--- config.mk ---
export PLATFORM = sky130hd
export DESIGN_NAME = spi_slave_shift_engine
export DESIGN_NICKNAME = d
export VERILOG_FILES = /design/src/rtl/spi_slave_shift_engine.sv
export SDC_FILE = /design/constraint.sdc
export NUM_CORES = 1
export LEC_CHECK = 0
export ABC_AREA = 1
export CAP_MARGIN = 20
export CORE_MARGIN = 5
export CORE_UTILIZATION = 56
export CTS_BUF_LIST = sky130_fd_sc_hd__clkbuf_16
export CTS_CLUSTER_SIZE = 20
export DETAILED_ROUTE_END_ITERATION = 8
export HOLD_SLACK_MARGIN = 0.12
export PLACE_DENSITY = 0.77
export SYNTH_ARGS = -nofsm -noshare
export SYNTH_HDL_FRONTEND = slang
export SYNTH_SLANG_ARGS = --single-unit
--- constraint.sdc ---
create_clock -name i_clk -period 3.57 [get_ports i_clk]
set_input_delay 0.8925 -clock i_clk [delete_from_list [all_inputs] [get_ports i_clk]]
set_output_delay 0.8925 -clock i_clk [all_outputs]
set_load 0.05 [all_outputs]
--- src/rtl/spi_slave_shift_engine.sv ---
// -----------------------------------------------------------------------------
// spi_slave_shift_engine
//   SPI target shift engine running entirely in the i_clk domain. The external
//   SCLK, CS_N and MOSI pins are oversampled through synchronisers. SCLK edges
//   are recovered by comparing the last synchroniser stage with its previous
//   value. Handles all four CPOL/CPHA modes, 8- or 16-bit words sent MSB first,
//   and back-to-back words under one CS_N.
//
// Parameters
//   SYNC_STAGES    synchroniser depth on i_SCLK / i_CS_N / i_MOSI (>= 2)
//   UNDERRUN_FILL  word shifted out when nothing is available at a word load
//
// Ports
//   i_clk, i_rst        system clock, asynchronous active-high reset
//   i_cpol, i_cpha      SPI mode selection
//   i_wls               1: 16-bit words, 0: 8-bit words (latched at word load)
//   i_tx_data/valid     TX write into the 1-entry holding register
//   o_tx_ready          holding register empty
//   o_rx_data/valid     last complete received word, 1-cycle valid pulse
//   o_tx_underrun       pulse: UNDERRUN_FILL was loaded
//   o_frame_abort       pulse: CS_N rose with a partial word received
//   o_busy              frame in progress (synchronised CS_N asserted)
//   i_SCLK, i_CS_N      SPI clock and chip select from the master
//   i_MOSI, o_MISO      serial data in / out
//   o_MISO_oe           MISO tristate enable
// -----------------------------------------------------------------------------
module spi_slave_shift_engine #(
    parameter int          SYNC_STAGES   = 2,
    parameter logic [15:0] UNDERRUN_FILL = 16'h0000
) (
    input  logic        i_clk,
    input  logic        i_rst,
    input  logic        i_cpol,
    input  logic        i_cpha,
    input  logic        i_wls,
    input  logic [15:0] i_tx_data,
    input  logic        i_tx_valid,
    output logic        o_tx_ready,
    output logic [15:0] o_rx_data,
    output logic        o_rx_valid,
    output logic        o_tx_underrun,
    output logic        o_frame_abort,
    output logic        o_busy,
    input  logic        i_SCLK,
    input  logic        i_CS_N,
    input  logic        i_MOSI,
    output logic        o_MISO,
    output logic        o_MISO_oe
);

    typedef enum logic [1:0] {
        IDLE   = 2'd0,
        LOAD   = 2'd1,
        ACTIVE = 2'd2
    } state_t;

    state_t state_q, state_d;

    logic [SYNC_STAGES-1:0] sclk_sync, cs_sync, mosi_sync;
    logic                   sclk_prev, cs_prev;

    logic        sclk_s, cs_s, mosi_s;
    logic        lead_edge, trail_edge, sample_edge, shift_edge, cs_fall;

    logic [15:0] hold_q;
    logic        hold_full_q;
    logic [15:0] tx_word_q;
    logic        wls_q;
    logic [4:0]  tx_cnt_q;
    logic [14:0] rx_shift_q;
    logic [4:0]  rx_cnt_q;
    logic [15:0] rx_data_q;
    logic        rx_valid_q, underrun_q, abort_q, miso_q;

    logic [4:0]  n_bits;
    logic        rx_done, tx_wrap, load_word, frame_end;
    logic [15:0] load_data;
    logic        load_under;
    logic [3:0]  tx_idx;

    // ---- input synchronisers (CS_N idles high so reset leaves us deselected)
    always_ff @(posedge i_clk or posedge i_rst) begin
        if (i_rst) begin
            sclk_sync <= '0;
            cs_sync   <= '1;
            mosi_sync <= '0;
            sclk_prev <= 1'b0;
            cs_prev   <= 1'b1;
        end else begin
            sclk_sync <= {sclk_sync[SYNC_STAGES-2:0], i_SCLK};
            cs_sync   <= {cs_sync[SYNC_STAGES-2:0], i_CS_N};
            mosi_sync <= {mosi_sync[SYNC_STAGES-2:0], i_MOSI};
            sclk_prev <= sclk_sync[SYNC_STAGES-1];
            cs_prev   <= cs_sync[SYNC_STAGES-1];
        end
    end

    // ---- edge recovery
    assign sclk_s = sclk_sync[SYNC_STAGES-1];
    assign cs_s   = cs_sync[SYNC_STAGES-1];
    assign mosi_s = mosi_sync[SYNC_STAGES-1];

    // Leading edge leaves the idle (CPOL) level, trailing edge returns to it.
    assign lead_edge   = (sclk_prev == i_cpol) && (sclk_s != i_cpol);
    assign trail_edge  = (sclk_prev != i_cpol) && (sclk_s == i_cpol);
    assign sample_edge = i_cpha ? trail_edge : lead_edge;
    assign shift_edge  = i_cpha ? lead_edge  : trail_edge;
    assign cs_fall     = cs_prev && !cs_s;

    // ---- word bookkeeping
    assign n_bits    = wls_q ? 5'd16 : 5'd8;
    assign frame_end = (state_q == ACTIVE) && cs_s;
    assign rx_done   = (state_q == ACTIVE) && sample_edge && (rx_cnt_q == n_bits - 5'd1);

    // CPHA=0 reloads on the Nth shift edge; CPHA=1 keeps the MSB on the first
    // edge of a word, so the reload lands one edge later (edge N+1). A shift
    // edge coinciding with CS_N release must not consume the holding register.
    assign tx_wrap = (state_q == ACTIVE) && shift_edge && !cs_s &&
                     (i_cpha ? (tx_cnt_q == n_bits) : (tx_cnt_q == n_bits - 5'd1));
    assign load_word = (state_q == LOAD) || tx_wrap;

    // Holding register first, then a same-cycle write straight through, then fill.
    always_comb begin
        load_data  = UNDERRUN_FILL;
        load_under = 1'b1;
        if (hold_full_q) begin
            load_data  = hold_q;
            load_under = 1'b0;
        end else if (i_tx_valid) begin
            load_data  = i_tx_data;
            load_under = 1'b0;
        end
    end

    // Bit to drive on a non-reload shift edge: CPHA=0 edge k drives bit N-1-k,
    // CPHA=1 edge k drives bit N-k (tx_cnt_q holds k-1 before the increment).
    assign tx_idx = i_cpha ? 4'(n_bits - 5'd1 - tx_cnt_q) : 4'(n_bits - 5'd2 - tx_cnt_q);

    // ---- FSM state register
    always_ff @(posedge i_clk or posedge i_rst) begin
        if (i_rst) state_q <= IDLE;
        else       state_q <= state_d;
    end

    // ---- FSM next state / outputs
    always_comb begin
        state_d   = state_q;
        o_MISO_oe = 1'b0;
        o_busy    = 1'b0;
        case (state_q)
            IDLE: begin
                if (cs_fall) state_d = LOAD;
            end
            LOAD: begin
                o_MISO_oe = !cs_s;
                o_busy    = !cs_s;
                state_d   = cs_s ? IDLE : ACTIVE;
            end
            ACTIVE: begin
                // MISO is released in the very cycle CS_N release is seen.
                if (cs_s) begin
                    state_d = IDLE;
                end else begin
                    o_MISO_oe = 1'b1;
                    o_busy    = 1'b1;
                end
            end
            default: state_d = IDLE;
        endcase
    end

    // ---- datapath
    always_ff @(posedge i_clk or posedge i_rst) begin
        if (i_rst) begin
            hold_q      <= '0;
            hold_full_q <= 1'b0;
            tx_word_q   <= '0;
            wls_q       <= 1'b0;
            tx_cnt_q    <= '0;
            rx_shift_q  <= '0;
            rx_cnt_q    <= '0;
            rx_data_q   <= '0;
            rx_valid_q  <= 1'b0;
            underrun_q  <= 1'b0;
            abort_q     <= 1'b0;
            miso_q      <= 1'b0;
        end else begin
            rx_valid_q <= 1'b0;
            underrun_q <= 1'b0;
            abort_q    <= 1'b0;

            if (i_tx_valid && !hold_full_q) begin
                hold_q      <= i_tx_data;
                hold_full_q <= 1'b1;
            end

            // A load always leaves the holding register empty, which also
            // cancels the write above when the data is taken straight through.
            if (load_word) begin
                tx_word_q   <= load_data;
                wls_q       <= i_wls;
                miso_q      <= i_wls ? load_data[15] : load_data[7];
                hold_full_q <= 1'b0;
                underrun_q  <= load_under;
                tx_cnt_q    <= (state_q == ACTIVE && i_cpha) ? 5'd1 : 5'd0;
            end else if ((state_q == ACTIVE) && shift_edge && !cs_s) begin
                tx_cnt_q <= tx_cnt_q + 5'd1;
                if (!(i_cpha && tx_cnt_q == 5'd0)) miso_q <= tx_word_q[tx_idx];
            end

            if (state_q == LOAD) begin
                rx_cnt_q <= '0;
            end else if ((state_q == ACTIVE) && sample_edge) begin
                rx_shift_q <= {rx_shift_q[13:0], mosi_s};
                if (rx_done) begin
                    rx_cnt_q   <= '0;
                    rx_data_q  <= wls_q ? {rx_shift_q, mosi_s} : {8'h00, rx_shift_q[6:0], mosi_s};
                    rx_valid_q <= 1'b1;
                end else begin
                    rx_cnt_q <= rx_cnt_q + 5'd1;
                end
            end

            // Partial words are dropped when CS_N is released; holding is kept.
            if (frame_end) begin
                abort_q  <= (rx_cnt_q != 5'd0) && !rx_done;
                rx_cnt_q <= '0;
                tx_cnt_q <= '0;
                miso_q   <= 1'b0;
            end
        end
    end

    assign o_tx_ready    = !hold_full_q;
    assign o_rx_data     = rx_data_q;
    assign o_rx_valid    = rx_valid_q;
    assign o_tx_underrun = underrun_q;
    assign o_frame_abort = abort_q;
    assign o_MISO        = miso_q;

endmodule
==> datasheet_impl.txt <==
Physical implementation characteristics

Parameter                              Value

Run status
  Run status    finished clean

GRT
  GR Overflow Total    0
  Overall track demand over capacity in global routing    18.7%
  Most used routing layer in global routing    met2
  First-pass GRT wire length    14.8 mm
  Met1 demand-to-capacity share in global routing    22.8%
  Initial antenna violation count    0
  Routing usage on met3    3.14%
  Via count of the first global-routing pass    3260

Timing
  Fmax    316 MHz
  Total setup violations reported at the end of the flow    0
  Min setup slack post-route    0.405 ns
  Final Hold Viols    0
  Setup repair after global routing missed its margin    false
  Worst Hold Margin    0.354 ns
  Final number of max-transition violations    0
  Post-layout minimum cycle time    3.17 ns
  Slew Limit Headroom    46.4%
  Transition time at the pin with the least slew margin    0.803 ns
  Post-route fraction of the period consumed by the critical path    88.7%
  Setup_tns    0 ns
  Final worst clock skew    0.00851 ns

Routing
  Initial DRC Count    136
  Wirelength per Cell    13.4 um
  Antenna-violating nets left    0
  Initial DRT Pass Iterations    5
  Uppermost layer routed    met4
  Routed wire length    8.48 mm
  Met2 routed WL    4.21 mm
  Via density per instance    5.22
  Total via count in the routed design    3294
  Met3 routed WL    289 um
  DRC violations left    0

Clock network
  Num Clock Sinks    89
  Number of gates resized after cts    0
  Postcts setup bufs    0
  Clock H-tree levels    3
  Cts bufs inserted    9
  Clock Path Buffers    2
  Clk Tree Root Cell    clkbuf_16
  Insertion delay at the late pin of the worst-skew pair    0.34 ns
  Hold_buf cts    0

Synthesis
  Post-synthesis adder-cell area fraction    3.32%
  Combinational family with the most area after synthesis    simple AND/OR/NAND/NOR gates
  Most numerous cell types in the synthesized netlist    152 x nand2_1, 86 x dfrtp_1, 36 x inv_1
  Count of library flops with an enable pin    0
  Top area cell types    dfrtp_1 49%, nand2_1 13%, o21ai_0 3.9%, a31oi_2 3.7%, nand3_1 3.4%
  Sequential area share after synthesis    51.1%
  Number of cells produced by synthesis    478
  Basic-gate share of the synthesized area counting and, or, nand and nor cells    25.7%
  Yosys warns    0
  Most area-hungry cell type in the Yosys netlist    dfrtp_1
  Area of the mapped netlist    0.00437 mm^2
  FF+latch count, synth    89
  Yosys top cell area share    49.3%
  Post-synthesis chip area from yosys    0.00437 mm^2
  Proportion of register bits with asynchronous set or reset after synthesis    100%
  Post-synth net total    514
  Most frequently used flop master after synthesis    dfrtp_1
  Share of synthesized area spent on multiplexers    0%
  Xor-xnor portion of the synthesized cell area    1.20%
  Most instantiated library cell after synthesis    nand2_1
  Number of distinct library cells after synthesis    39
  Aoi/oai-family share of the synthesized area    12.2%

Pwr
  Total power of the final layout    3640 uW
  Comb pwr    1230 uW
  Clk pwr    926 uW
  Reg power frac    40.9%
  Static leakage    0.00241 uW
  PwrDens    703 mW/mm^2
  Total net switching power    1410 uW
  Worst supply voltage drop on vdd    389 uV
  Sw Ratio    38.7%
  Share of power burned in combinational logic    33.7%
  Clk network pwr share    25.4%
  Total sequential power    1490 uW
  Design internal power    2230 uW

Worst setup path
  Reg2Reg Depth    8
  Worst path max stage delay    0.80 ns
  Critical Path Slowest Stage Cell    clkdlybuf4s50_1
  Highest fanout seen on the critical path    6
  Launching point of the worst reg2reg path    state_q[1]
  Count of buffer and inverter cells on the critical path    2
  Crit path max-delay family    buffers and inverters
  Kind of critical path    register to primary output
  FF-to-FF setup slack    1.35 ns
  End of the worst register-to-register path    o_MISO
  Crit path from    state_q[1]
  Crit. End Element    primary output
  CP cell instances    inv_1 > ha_1 > o211a_1 > clkdlybuf4s50_1
  Required arrival time at the worst endpoint    2.68 ns
  Arrival time of data at the critical path endpoint    2.27 ns
  Crit path capture    o_MISO_oe
  Worst setup SP type    register
  CP Depth    4

Final layout
  Count of inverters not on the clock network in the layout    41
  Share of cells above drive strength 1    16.3%
  Total inserted antenna cells    0
  Non-clock buffer contribution to total cell area    9.91%
  Final standard cell area without fillers    0.00518 mm^2
  Clock network area share    5.68%
  Count of clock-net buffers in the final layout    9
  Most used cells in the layout excluding fill and tap cells    152 x nand2_1, 86 x dfrtp_1, 47 x clkdlybuf4s50_1
  Sequential fraction of total cell area    43.1%
  Fillers    607
  Comb gate area    0.00185 mm^2
  Biggest area consumer among cell classes    registers
  Comb area share    35.8%
  Final-stage net count    560
  Layout sequential cell count    89
  Non-filler cells in the finished layout    631
  Non-clock buffers    51
  Layout area overhead    18.6%
  Leading cell type in the layout, fill and taps excluded    nand2_1
  #MultiIn Comb    332
  Flip-flop and latch area    0.00223 mm^2

Min path
  Worst min-delay path class    register to register
  Min-Delay Startpoint    mosi_sync[0]

Job
  Count of warning messages emitted by the tools    32
  Max capacitance violation total    0

Floorplan
  Height of the die    98.3 um
  Total I/O pin count    48
  Area enclosed by the die boundary    0.00966 mm^2
  Starting Density    57.1%
  Num tapcells    102
  DIE WIDTH    98.3 um
  Core outline area    0.00765 mm^2
  Number of rows in the core area    32

Placed design
  IO buf count    47
  Area of placed instances    0.00488 mm^2
  Pre-CTS setup slack    0.420 ns
  Placer's final routability congestion estimate    0.901
  Sum of net half-perimeters after detailed placement    6.06 mm
  Placed insts    615
Fig. 1: placement by cell class
Fill, decap, tap and diode cells in grey.
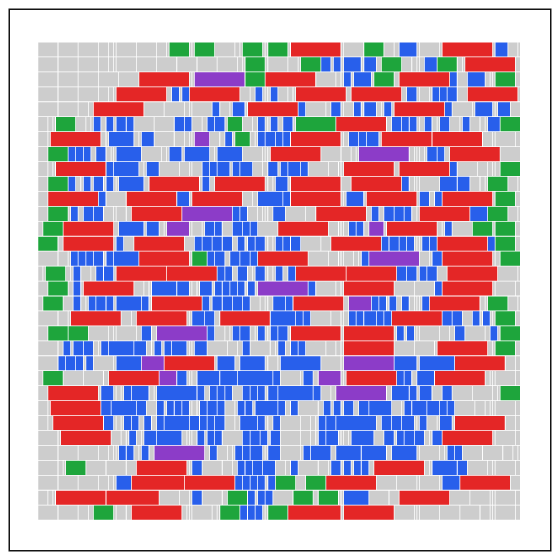
colour	class	cells	share of their area
purple	clock drivers and dummy loads	16	5.8%
blue	remaining logic cells	373	40%
green	remaining buffers and delay cells	51	10%
red	registers	89	44%

Fig. 2: floorplan with the power grid
Scale bar: 20 um. Pins as bars on the die edge. Tap cells in grey.
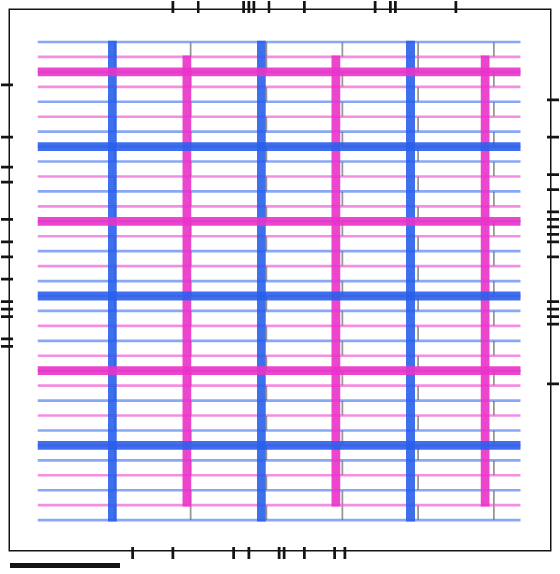
colour	net
magenta	VDD
blue	VSS
met4 straps	6
tap cells	102

Fig. 3: port wiring
Scale bar: 20 um.
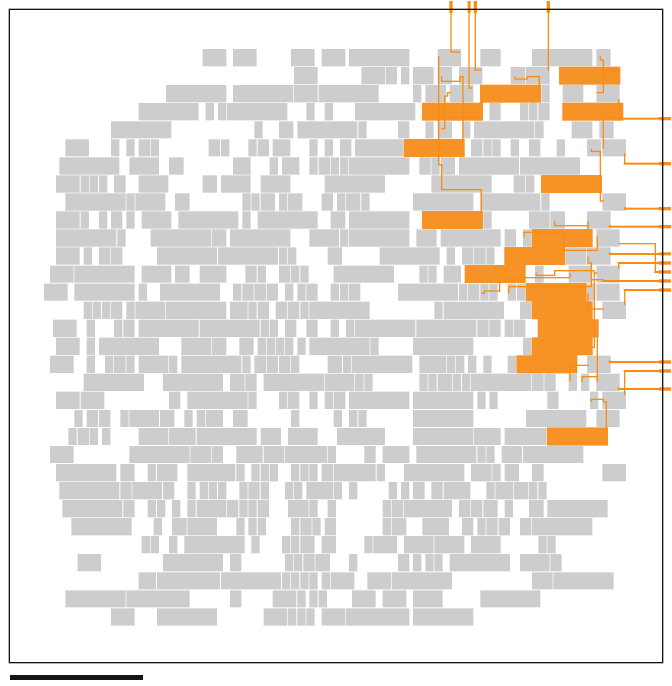
colour	port	direction	edge	end cells	buffers	wire
orange	o_rx_data	output	12 east, 4 north	16	16	333 um

Power and IR drop assume default switching activity.
